Design idct8_pipe, sky130hd; sources not shown.
Figure 1. Close-up of the layout.
The bar under the picture is 10 microns long. Region (165, 91) to (205, 131) microns. Cells in gray, sequential cells in the stronger gray; small squares are vias.
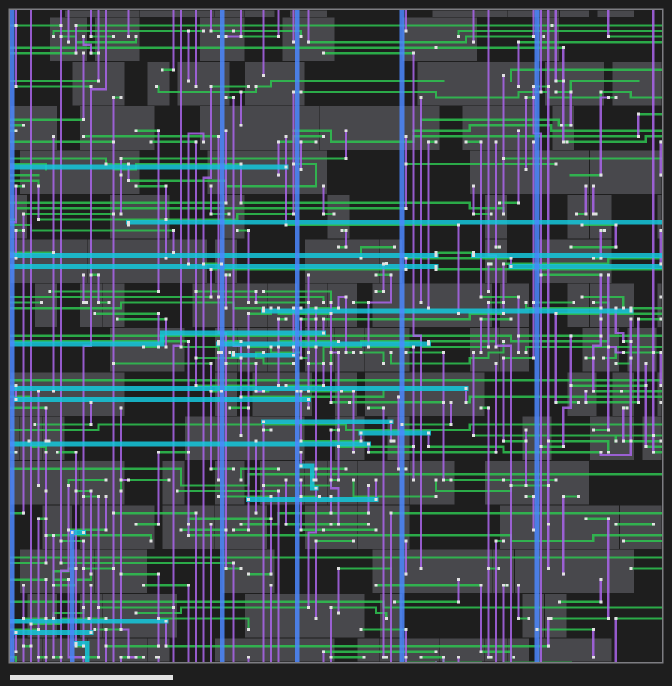
M4: in blue. M1: in green. M3: in cyan. M2: in purple.
Most frequent: inv_1 (34), fa_1 (19), ha_1 (12). Sequential cells in the window: 0. 115 logic cells have their middle in the window.

Figure 2. Drive-strength map.
The bar under the picture is 100 microns long.
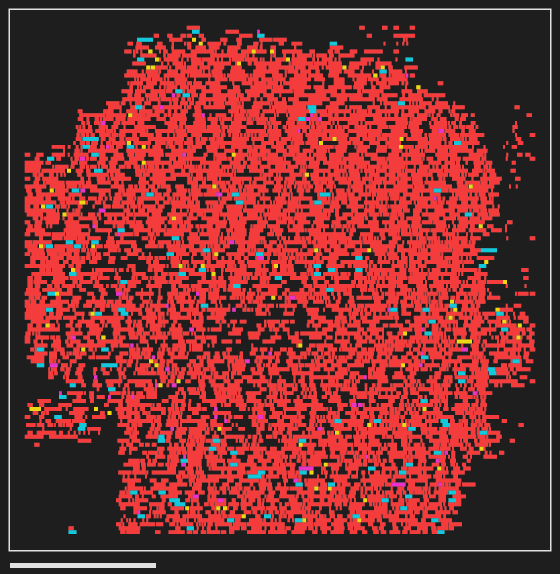
x6 and larger: in cyan, cells 125, share 1.8%, most used clkbuf_8. x2: in magenta, cells 69, share 1.0%, most used or2_2. x1 and smaller: in red, cells 6479, share 96%, most used inv_1. x3 and x4: in yellow, cells 89, share 1.3%, most used buf_4.
PnR worst setup slack: 1.79 ns
synth-to-layout area growth: 11.0%
total non-filler cell area in the finished layout: 0.0679 sq mm
number of buffers outside the clock class in the layout: 319

Figure 3. Metal 2.
The bar under the picture is 100 microns long.
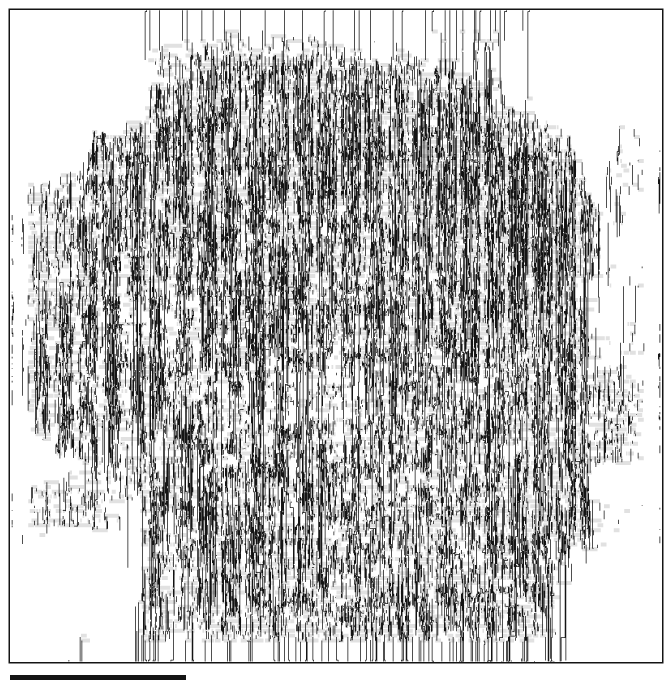
7103 nets have wire on it. The wires run mostly vertical. The layer carries 82.8 mm of wire. The layer holds 44% of the routed length.
overall via count from detail_route: 46800
total length of routed wires: 188 mm
Global Route met2 Usage: 42.0%

Figure 4. Metal 1.
The bar under the picture is 100 microns long. Supply wires on this layer in gray.
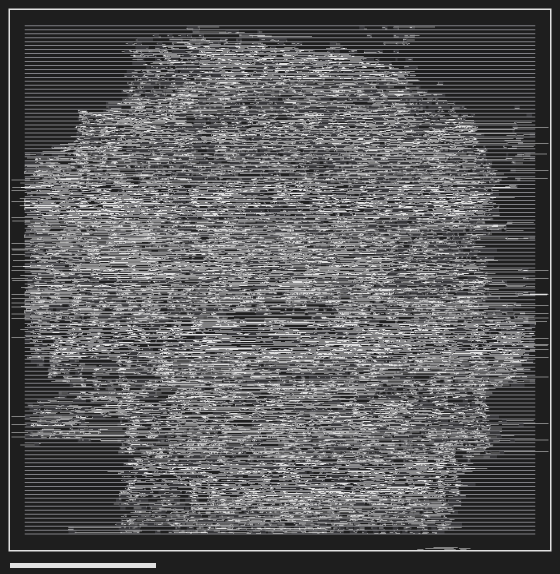
7959 nets have wire on it. The wires run mostly horizontal.
met1 track demand over resource: 37.8%

==> results_slide.txt <==
Key Metrics from the Run

Final layout
  • Number of flip-flops in the largest register: 112
  • Antenna cell count: 4
  • Logic share of the area: 65.3%
  • Layout cell share with drive strength beyond 1: 4.19%
  • Data-path buffer share of cell area in the final layout: 4.54%
  • Mi-comb count: 4558
  • Count of inverters not on the clock network in the layout: 1253

Clock tree
  • Root buffer cell: sky130_fd_sc_hd__clkbuf_8
  • # hold bufs at CTS: 0
  • Sink Count: 467
  • Total clock buffers created by CTS: 92
  • TritonCTS clock tree: yes

Die
  • Die X-Extent: 370 microns
  • Cell Rows: 128

Critical path
  • Depth of the most critical reg-to-reg path: 28
  • Worst Setup Start Kind: register
  • Crit path max fanout: 46
  • Arr. time, crit path: 8.90 ns
  • Depth of the critical timing path with buffers and inverters included: 28

Global route
  • Total track usage: 27.5%
  • GRT Residual Overflow: 0
  • Global-route wire length before repair: 289 mm

Yosys
  • Number of flip-flops and latches in the synthesized netlist: 467
  • Number of distinct library cell variants in the gate-level netlist after synthesis: 80
  • Dominant cell type by area after synthesis: sky130_fd_sc_hd__fa_1
  • Fraction of synthesized cell area taken by the top area cell type: 27.1%
  • Cell area after synthesis: 0.0612 sq mm
  • Count of library flops with an enable pin: 0

Routing
  • Detailed-route wire length per cell: 22.4 microns
  • First DRT Iteration DRCs: 3915

STA
  • Worst slew margin relative to its limit: 16.0%
  • Transition time at the pin with the least slew margin: 1.26 ns
  • Setup Viol. Count Final: 0
  • Number of hold violations in the final report: 0
  • Post-layout period usage: 82.2%

Run status
  • Status: completed

Run
  • Reported max-cap violation count: 0

Placed design
  • Post-detailed-placement half-perimeter wirelength: 152 mm
  • Last weighted congestion value of the routability-driven placer: 0.961
  • Number of buffer cells added on primary ports: 262
## per-stage QoR
stage | instance area, sq um | setup TNS (ns) | utilization (%) | worst slack [ns] | hold WS, ns
floorplan | 60700 | -8030.02 | - | -21.04 | 0.430
global placement | 65900 | 0 | 54.1 | 2.19 | 0.443
detailed placement | 65900 | 0 | 54.1 | 1.96 | 0.455
CTS | 67900 | 0 | 55.8 | 1.90 | 0.464
global route | 67900 | 0 | 55.8 | 1.02 | 0.480
finish | 67900 | 0 | 55.8 | 1.79 | 0.459
## cell usage in the layout, fill, tap and decap left out, types with 10 or more instances in the layout
cell type and instances:
sky130_fd_sc_hd__inv_1 1252, sky130_fd_sc_hd__ha_1 835, sky130_fd_sc_hd__fa_1 828, sky130_fd_sc_hd__nand2_1 572, sky130_fd_sc_hd__dfrtp_1 465, sky130_fd_sc_hd__a21oi_1 348
sky130_fd_sc_hd__o21ai_0 264, sky130_fd_sc_hd__clkdlybuf4s50_1 261, sky130_fd_sc_hd__nor2_1 252, sky130_fd_sc_hd__xnor2_1 214, sky130_fd_sc_hd__xor2_1 187, sky130_fd_sc_hd__a21o_1 122
sky130_fd_sc_hd__clkbuf_8 112, sky130_fd_sc_hd__nand3_1 86, sky130_fd_sc_hd__nor3_1 70, sky130_fd_sc_hd__nand2b_1 68, sky130_fd_sc_hd__o22ai_1 67, sky130_fd_sc_hd__a221o_1 58
sky130_fd_sc_hd__buf_4 55, sky130_fd_sc_hd__mux2i_1 50, sky130_fd_sc_hd__o21a_1 49, sky130_fd_sc_hd__o21bai_1 46, sky130_fd_sc_hd__nor2b_1 43, sky130_fd_sc_hd__a31oi_1 34
sky130_fd_sc_hd__clkbuf_4 30, sky130_fd_sc_hd__or3_1 26, sky130_fd_sc_hd__nand3b_1 26, sky130_fd_sc_hd__and3_1 25, sky130_fd_sc_hd__or2_2 25, sky130_fd_sc_hd__a211oi_1 23
sky130_fd_sc_hd__o211ai_1 23, sky130_fd_sc_hd__nand4_1 18, sky130_fd_sc_hd__o31ai_1 16, sky130_fd_sc_hd__clkinv_2 13, sky130_fd_sc_hd__and2_1 12, sky130_fd_sc_hd__a31o_2 10
sky130_fd_sc_hd__a211o_1 10, sky130_fd_sc_hd__a21boi_0 10
## synthesized netlist by cell type, drive strengths merged (10+ instances only)
master	instances
nor3	70
o21a	49
nand2b	69
a211oi	23
a21o	122
or2	25
a21oi	349
nor2	253
a31o	10
clkbuf	114
nand3	86
a21boi	10
xnor2	214
a221o	58
a211o	10
nand3b	26
a31oi	35
mux2i	50
and3	26
o211ai	24
o21bai	46
o31ai	16
dfrtp	467
or3	26
inv	1253
nor2b	44
nand2	572
o22ai	67
and2	12
nand4	18
ha	835
o21ai	271
xor2	187
fa	828
## per-layer routing
metal	up-vias	track usage [%]	wire, microns
met5	-	0	0
li1	21300	-	-
met3	324	5.36	15000
met2	1819	42.0	82800
met4	0	12.6	9900
met1	23400	37.8	79900
